**src/rtl/sw_pkt_pkg.sv**
```systemverilog
// sw_pkt_pkg: packet field widths, bit offsets and pack/unpack helpers shared by SB and Sw users.
package sw_pkt_pkg;

    localparam int NODE_W  = 16;
    localparam int GEN_W   = 12;
    localparam int OPR_W   = 32;
    localparam int PENUM_W = 3;
    localparam int PKT_W   = 1 + NODE_W + GEN_W + OPR_W + 1 + PENUM_W + 1 + 1;

    // Bit offsets, LSB first; lr is the packet MSB.
    localparam int UNI_OPR_LSB = 0;
    localparam int F_MEM_W_LSB = 1;
    localparam int PE_NUM_LSB  = 2;
    localparam int PE_OUT_LSB  = PE_NUM_LSB + PENUM_W;
    localparam int OPR_LSB     = PE_OUT_LSB + 1;
    localparam int GEN_LSB     = OPR_LSB + OPR_W;
    localparam int NODE_LSB    = GEN_LSB + GEN_W;
    localparam int LR_LSB      = NODE_LSB + NODE_W;

    typedef struct packed {
        logic               lr;
        logic [NODE_W-1:0]  node;
        logic [GEN_W-1:0]   gen;
        logic [OPR_W-1:0]   opr;
        logic               pe_out;
        logic [PENUM_W-1:0] pe_num;
        logic               f_mem_w;
        logic               uni_opr;
    } sw_pkt_t;

    function automatic logic [PKT_W-1:0] sw_pack(input sw_pkt_t p);
        return {p.lr, p.node, p.gen, p.opr, p.pe_out, p.pe_num, p.f_mem_w, p.uni_opr};
    endfunction

    function automatic sw_pkt_t sw_unpack(input logic [PKT_W-1:0] v);
        sw_pkt_t p;
        p.lr      = v[LR_LSB];
        p.node    = v[NODE_LSB +: NODE_W];
        p.gen     = v[GEN_LSB +: GEN_W];
        p.opr     = v[OPR_LSB +: OPR_W];
        p.pe_out  = v[PE_OUT_LSB];
        p.pe_num  = v[PE_NUM_LSB +: PENUM_W];
        p.f_mem_w = v[F_MEM_W_LSB];
        p.uni_opr = v[UNI_OPR_LSB];
        return p;
    endfunction

endpackage

```
**src/rtl/sw_lane_fifo.sv**
```systemverilog
// sw_lane_fifo: per-lane synchronous FIFO; caller guarantees no push when full and no pop when empty.
module sw_lane_fifo #(
    parameter int DEPTH = 4,
    parameter int PTR_W = $clog2(DEPTH),
    parameter int PKT_W = 67
) (
    input  logic             clk,
    input  logic             rst,
    input  logic             push_i,
    input  logic             pop_i,
    input  logic [PKT_W-1:0] din_i,
    output logic [PKT_W-1:0] head_o,
    output logic [PTR_W:0]   fill_o,
    output logic             full_o
);
    localparam logic [PTR_W:0] FULL = (PTR_W + 1)'(DEPTH);

    logic [PKT_W-1:0] mem_q [DEPTH];
    logic [PTR_W-1:0] wr_q, rd_q;
    logic [PTR_W:0]   fill_q;

    assign head_o = mem_q[rd_q];
    assign fill_o = fill_q;
    assign full_o = fill_q == FULL;

    // Pointers are exactly PTR_W bits, so they wrap modulo DEPTH for free.
    always_ff @(posedge clk or negedge rst) begin
        if (!rst) begin
            wr_q   <= '0;
            rd_q   <= '0;
            fill_q <= '0;
        end else begin
            if (push_i) wr_q <= wr_q + 1'b1;
            if (pop_i) rd_q <= rd_q + 1'b1;
            fill_q <= fill_q + (PTR_W + 1)'(push_i) - (PTR_W + 1)'(pop_i);
        end
    end

    always_ff @(posedge clk) begin
        if (push_i) mem_q[wr_q] <= din_i;
    end

endmodule

```
**src/rtl/sw_port_arbiter.sv**
```systemverilog
// sw_port_arbiter: round-robin share of the single Sw injection port between two SB lanes,
// with a lane FIFO each and a registered output stage that holds under backpressure.
module sw_port_arbiter
    import sw_pkt_pkg::*;
#(
    parameter int DEPTH = 4,
    parameter int PTR_W = $clog2(DEPTH)
) (
    input  logic             clk,
    input  logic             rst,
    input  logic             in0_valid_i_sa,
    input  logic [PKT_W-1:0] in0_pkt_i_sa,
    output logic             in0_ready_o_sa,
    input  logic             in1_valid_i_sa,
    input  logic [PKT_W-1:0] in1_pkt_i_sa,
    output logic             in1_ready_o_sa,
    output logic             out_valid_o_sa,
    output logic [PKT_W-1:0] out_pkt_o_sa,
    output logic             out_src_o_sa,
    input  logic             out_ready_i_sa,
    output logic [PTR_W:0]   fill0_o_sa,
    output logic [PTR_W:0]   fill1_o_sa
);
    logic             full0, full1, push0, push1, pop0, pop1, ne0, ne1, load, gnt;
    logic [PKT_W-1:0] head0, head1, out_pkt_q, out_pkt_d;
    logic             out_valid_q, out_valid_d, out_src_q, out_src_d, last_q, last_d;

    // Ready depends only on registered fill: a same-cycle pop never frees a slot.
    assign in0_ready_o_sa = !full0;
    assign in1_ready_o_sa = !full1;
    assign push0          = in0_valid_i_sa && !full0;
    assign push1          = in1_valid_i_sa && !full1;
    assign ne0            = |fill0_o_sa;
    assign ne1            = |fill1_o_sa;
    assign out_valid_o_sa = out_valid_q;
    assign out_pkt_o_sa   = out_pkt_q;
    assign out_src_o_sa   = out_src_q;

    sw_lane_fifo #(.DEPTH(DEPTH), .PTR_W(PTR_W), .PKT_W(PKT_W)) u_fifo0 (
        .clk    (clk),
        .rst    (rst),
        .push_i (push0),
        .pop_i  (pop0),
        .din_i  (in0_pkt_i_sa),
        .head_o (head0),
        .fill_o (fill0_o_sa),
        .full_o (full0)
    );

    sw_lane_fifo #(.DEPTH(DEPTH), .PTR_W(PTR_W), .PKT_W(PKT_W)) u_fifo1 (
        .clk    (clk),
        .rst    (rst),
        .push_i (push1),
        .pop_i  (pop1),
        .din_i  (in1_pkt_i_sa),
        .head_o (head1),
        .fill_o (fill1_o_sa),
        .full_o (full1)
    );

    always_comb begin
        load        = (!out_valid_q || out_ready_i_sa) && (ne0 || ne1);
        gnt         = (ne0 && ne1) ? !last_q : ne1;
        pop0        = load && !gnt;
        pop1        = load && gnt;
        out_valid_d = load || (out_valid_q && !out_ready_i_sa);
        out_pkt_d   = load ? (gnt ? head1 : head0) : out_pkt_q;
        out_src_d   = load ? gnt : out_src_q;
        last_d      = load ? gnt : last_q;
    end

    // last_q resets to lane 1 so lane 0 wins the first contended grant.
    always_ff @(posedge clk or negedge rst) begin
        if (!rst) begin
            out_valid_q <= 1'b0;
            out_pkt_q   <= '0;
            out_src_q   <= 1'b0;
            last_q      <= 1'b1;
        end else begin
            out_valid_q <= out_valid_d;
            out_pkt_q   <= out_pkt_d;
            out_src_q   <= out_src_d;
            last_q      <= last_d;
        end
    end

endmodule
```
**config.mk**
```make
export PLATFORM = sky130hd
export DESIGN_NAME = sw_port_arbiter
export DESIGN_NICKNAME = d
export VERILOG_FILES = /design/src/rtl/sw_pkt_pkg.sv /design/src/rtl/sw_lane_fifo.sv /design/src/rtl/sw_port_arbiter.sv
export SDC_FILE = /design/constraint.sdc
export NUM_CORES = 1
export LEC_CHECK = 0
export CORE_MARGIN = 10
export CORE_UTILIZATION = 45
export DETAILED_ROUTE_END_ITERATION = 8
export DONT_BUFFER_PORTS = 1
export GPL_TIMING_DRIVEN = 0
export HOLD_SLACK_MARGIN = 0.15
export PLACE_DENSITY = 0.59
export SLEW_MARGIN = 20
export SYNTH_ARGS = -nofsm -noshare
export SYNTH_HDL_FRONTEND = slang
export SYNTH_SLANG_ARGS = --single-unit
```
**constraint.sdc**
```tcl
create_clock -name clk -period 6.7 [get_ports clk]
set_input_delay 1.34 -clock clk [delete_from_list [all_inputs] [get_ports clk]]
set_output_delay 1.34 -clock clk [all_outputs]
set_load 0.05 [all_outputs]
```
==> flow_metrics.tcl <==
# collected from the flow reports
set metrics [dict create \
    status "finished, final reports clean" \
    max_freq_mhz 266 \
    yosys_area_mm2 0.0234 \
    ios 216 \
    worstPathRequired_ps 7150 \
    io_buffers 0 \
    clock-sinks 620 \
    ctsResizeCount 0 \
    clk_pin_slew_ps 60 \
    cp-startpoint "out_ready_i_sa" \
    dieWidth_um 248 \
    synth_area_per_cell_um2 22.8 \
    clk_path_buf_depth 3 \
    gr-total-overflow 0 \
    crit_buf_inv 5 \
    synthTopCellsByArea "edfxtp_1 69%, mux4_2 13%, dfrtp_1 8.9%" \
    cts_root_buf "clkbuf_16" \
    warnings 32 \
    setup_viol 0 \
    cp_top_family "buffers and inverters" \
    powerDensity_mw_per_mm2 497 \
    cp.arrival_ps 4220 \
    cts_setup_buffers 0 \
    ff_type "edfxtp_1" \
    cts_tree "yes" \
    max_stage_delay_ps 670 \
    nets 1255 \
    grt_pass1_wl_mm 79.2 \
    synth_nets 1178 \
    edf_count 536 \
    met2_length_mm 26.7 \
    max-cap-violations 0 \
    static-leakage-power_uw 0.00888 \
    detail-route-antenna-nets 0 \
    dieHeight_um 248 \
    dp_hpwl_mm 34.1 \
    maxSlewViolCount 0 \
    top_area_share_pct 68.9 \
    crit_path_cell_trace "nand2b_1 -> clkbuf_1 -> o211a_1 -> buf_2 -> buf_2 -> ha_1 -> inv_1 -> ha_1 -> inv_1 -> fa_1 -> xnor2_1 -> xnor2_1" \
    drc 0 \
    dr_wl_met3_mm 4.90 \
    most_common_cell "edfxtp_1" \
    syn_inst 1025 \
    use_met3_pct 6.44 \
    yosys.stat.seqShare_pct 77.9 \
    dp.cells 1714 \
    post-route-min-period_ps 3760 \
    hold_viol 0 \
    netlist_top_cells_count "536 x edfxtp_1, 134 x mux4_2, 83 x dfrtp_1" \
    regToRegStartpoint "out_valid_o_sa" \
    gp_congestion 0.710 \
    grt_pass1_vias 11700 \
    antenna_found_initial 4 \
    async_reset_ff_share_pct 13.5 \
    endpoint_kind "flip-flop" \
    yosysWarnings 0 \
    setup_tns_ps 0 \
    vias_per_cell 5.85 \
    path_class "in -> reg" \
    rrSetupSlack_ps 2980 \
    drtIter0Drc 853 \
    grtUsageMet2_pct 28.8 \
    ys_cells 1025 \
    top_layer "met4" \
    synth-seq-cells 620 \
    relSlewSlack_pct 41.5 \
    endpoint "u_fifo0.fill_o[2]" \
    rsz0062_at_grt "false" \
    cp-start-kind "input pin" \
    clock_skew_ps 23.5 \
    drt_pass1_iterations 5 \
    cts-buffers-inserted 66 \
    hold_path_class "in -> async" \
    ctsHoldBuffers 0 \
    fp_util_pct 45.4 \
    stdcell_count 1836 \
    grt_max_degree 85 \
    chipArea_mm2 0.0614 \
    cp_max_fo 10 \
    htree_levels 3 \
    grt-busiest-layer "met2" \
    finalClockPeriodUsage_pct 56.2 \
    tightest_slew_ps 877 \
    synth.distinct_cells 33 \
    grt_usage_pct 17.9 \
    drive_above_1_share_pct 24.5 \
    peakVddDrop_mv 0.263 \
    r2r_end "u_fifo0.fill_o[2]" \
    rr_worst_depth 12 \
    cp.depth 12 \
    largest_area_cell "edfxtp_1" \
    avgRoutedWirePerCell_um 29.5 \
    clk-insertion-delay-late_ps 600 \
    total_power_uw 13300 \
    syn_area_mm2 0.0234 \
    met1_length_mm 21.3 \
    slowest_stage "clkbuf_1" \
]
cells by family (layout without fill, tap and decap cells):
group | Yosys count | in the layout | share of synthesized area (%)
mux | 136 | 136 | 13.0
fa+ha+maj | 14 | 14 | 0.814
other cells | 0 | 2 | 0
xor+xnor | 10 | 10 | 0.375
flops | 620 | 620 | 77.9
simple gates | 87 | 87 | 3.00
buf+inv | 83 | 212 | 1.72
compound gates | 75 | 75 | 3.17
metrics by stage:
stage	hold WS, ps	cell area [µm²]	utilization (%)	worst slack [ps]
finish	448	26700	52.0	2940
global route	412	26700	52.0	2740
CTS	397	26700	52.0	2890
detailed placement	527	24500	47.6	2230
global placement	524	24200	47.1	1020
floorplan	514	23400	-	2930
cells in the final DEF (no fill, tap or decap), types with 12 or more instances in the layout:
| master | instances |
|---|---|
| and4_1 | 67 |
| clkbuf_1 | 55 |
| dfrtp_1 | 83 |
| buf_2 | 22 |
| mux4_2 | 134 |
| edfxtp_1 | 536 |
| clkbuf_16 | 71 |
| inv_1 | 12 |
| ha_1 | 12 |
| a221o_1 | 67 |
where the power goes:
part / internal (µW) / total [µW] / switching (µW)
clock network: 2280 / 3730 / 1450
registers: 5170 / 6340 / 1160
logic: 1470 / 3200 / 1730
sequential cells by signal, indices dropped and copies added, names as in the netlist, 2 cells and up:
name / count
u_fifo0.mem_q: 268
u_fifo0.fill_o: 3
u_fifo1.fill_o: 3
u_fifo0.rd_q: 2
out_pkt_o_sa: 67
u_fifo1.mem_q: 268
u_fifo0.wr_q: 2
u_fifo1.rd_q: 2
u_fifo1.wr_q: 2
final cells by class:
cell class,count,area [µm²]
well taps,680,851
fillers,4018,24700
clock buffers,93,1930
repair buffers,9,240
inverters,12,45.0
clock inverters,27,320
plain buffers,71,357
diodes,2,5.00
multi-input cells,322,4780
flip-flops and latches,620,18200
### Met1 routing

Scale: 2 px per µm.
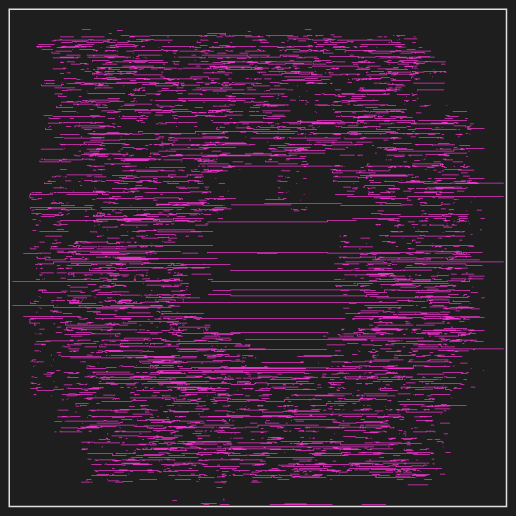
nets with wire on the layer: 1229
main direction: horizontal
longest straight run: 115 µm
wire length on this layer: 21.3 mm
share of all routed wire: 39%
Routed WL: 54.1 mm
total number of vias: 10700
GR Layer Usage met1: 22.1%

### Cells by drive strength

Scale: 1.5 px per µm.
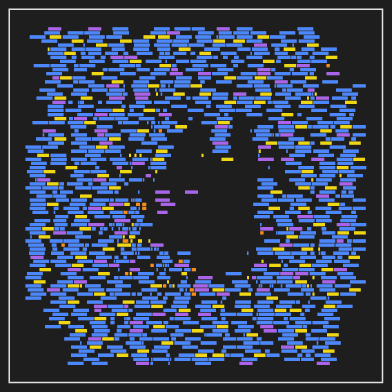
| color | size | cells | share |
|---|---|---|---|
| orange | _3 and _4 cells | 16 | 1.4% |
| blue | _0 and _1 cells | 871 | 75% |
| purple | _6 and larger | 101 | 8.8% |
| yellow | _2 cells | 166 | 14% |
Finished Cell Area: 0.0267 mm²
Non-clock buffers: 80
area grow syn2layout: 14.4%
setup ws final: 2940 ps

### Cells colored by class

Scale: 1.5 px per µm.
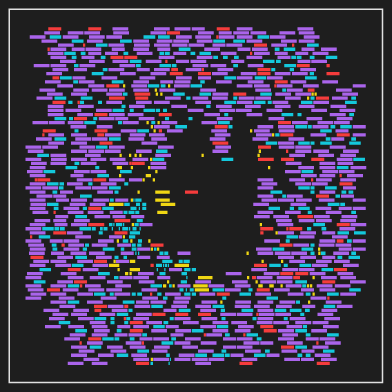
| color | class | cells |
|---|---|---|
| cyan | combinational and other logic | 334 |
| red | clock drivers and dummy loads | 120 |
| purple | flops | 620 |
| yellow | other buffers and delay cells | 80 |
FP Rows: 83
sequential cell area share: 68.1%
Layout Utilization: 52.0%
Placeable Area: 0.0514 mm²

### Close-up of the layout

Region (49, 173) to (74, 198) µm. Cells in gray, sequential cells in the stronger gray; small squares are vias.
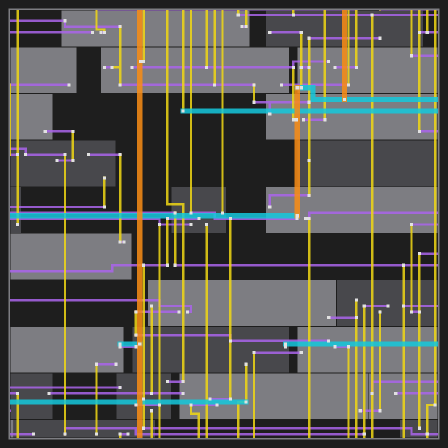
| color | layer |
|---|---|
| orange | metal 4 |
| cyan | metal 3 |
| purple | metal 1 |
| yellow | metal 2 |
most frequent: edfxtp_1 (10)
sequential cells in the window: 10
cells with their middle in the window: 17
netlist names of flops here include: u_fifo1.mem_q (6), u_fifo0.mem_q (4)

Power and IR drop assume default switching activity.
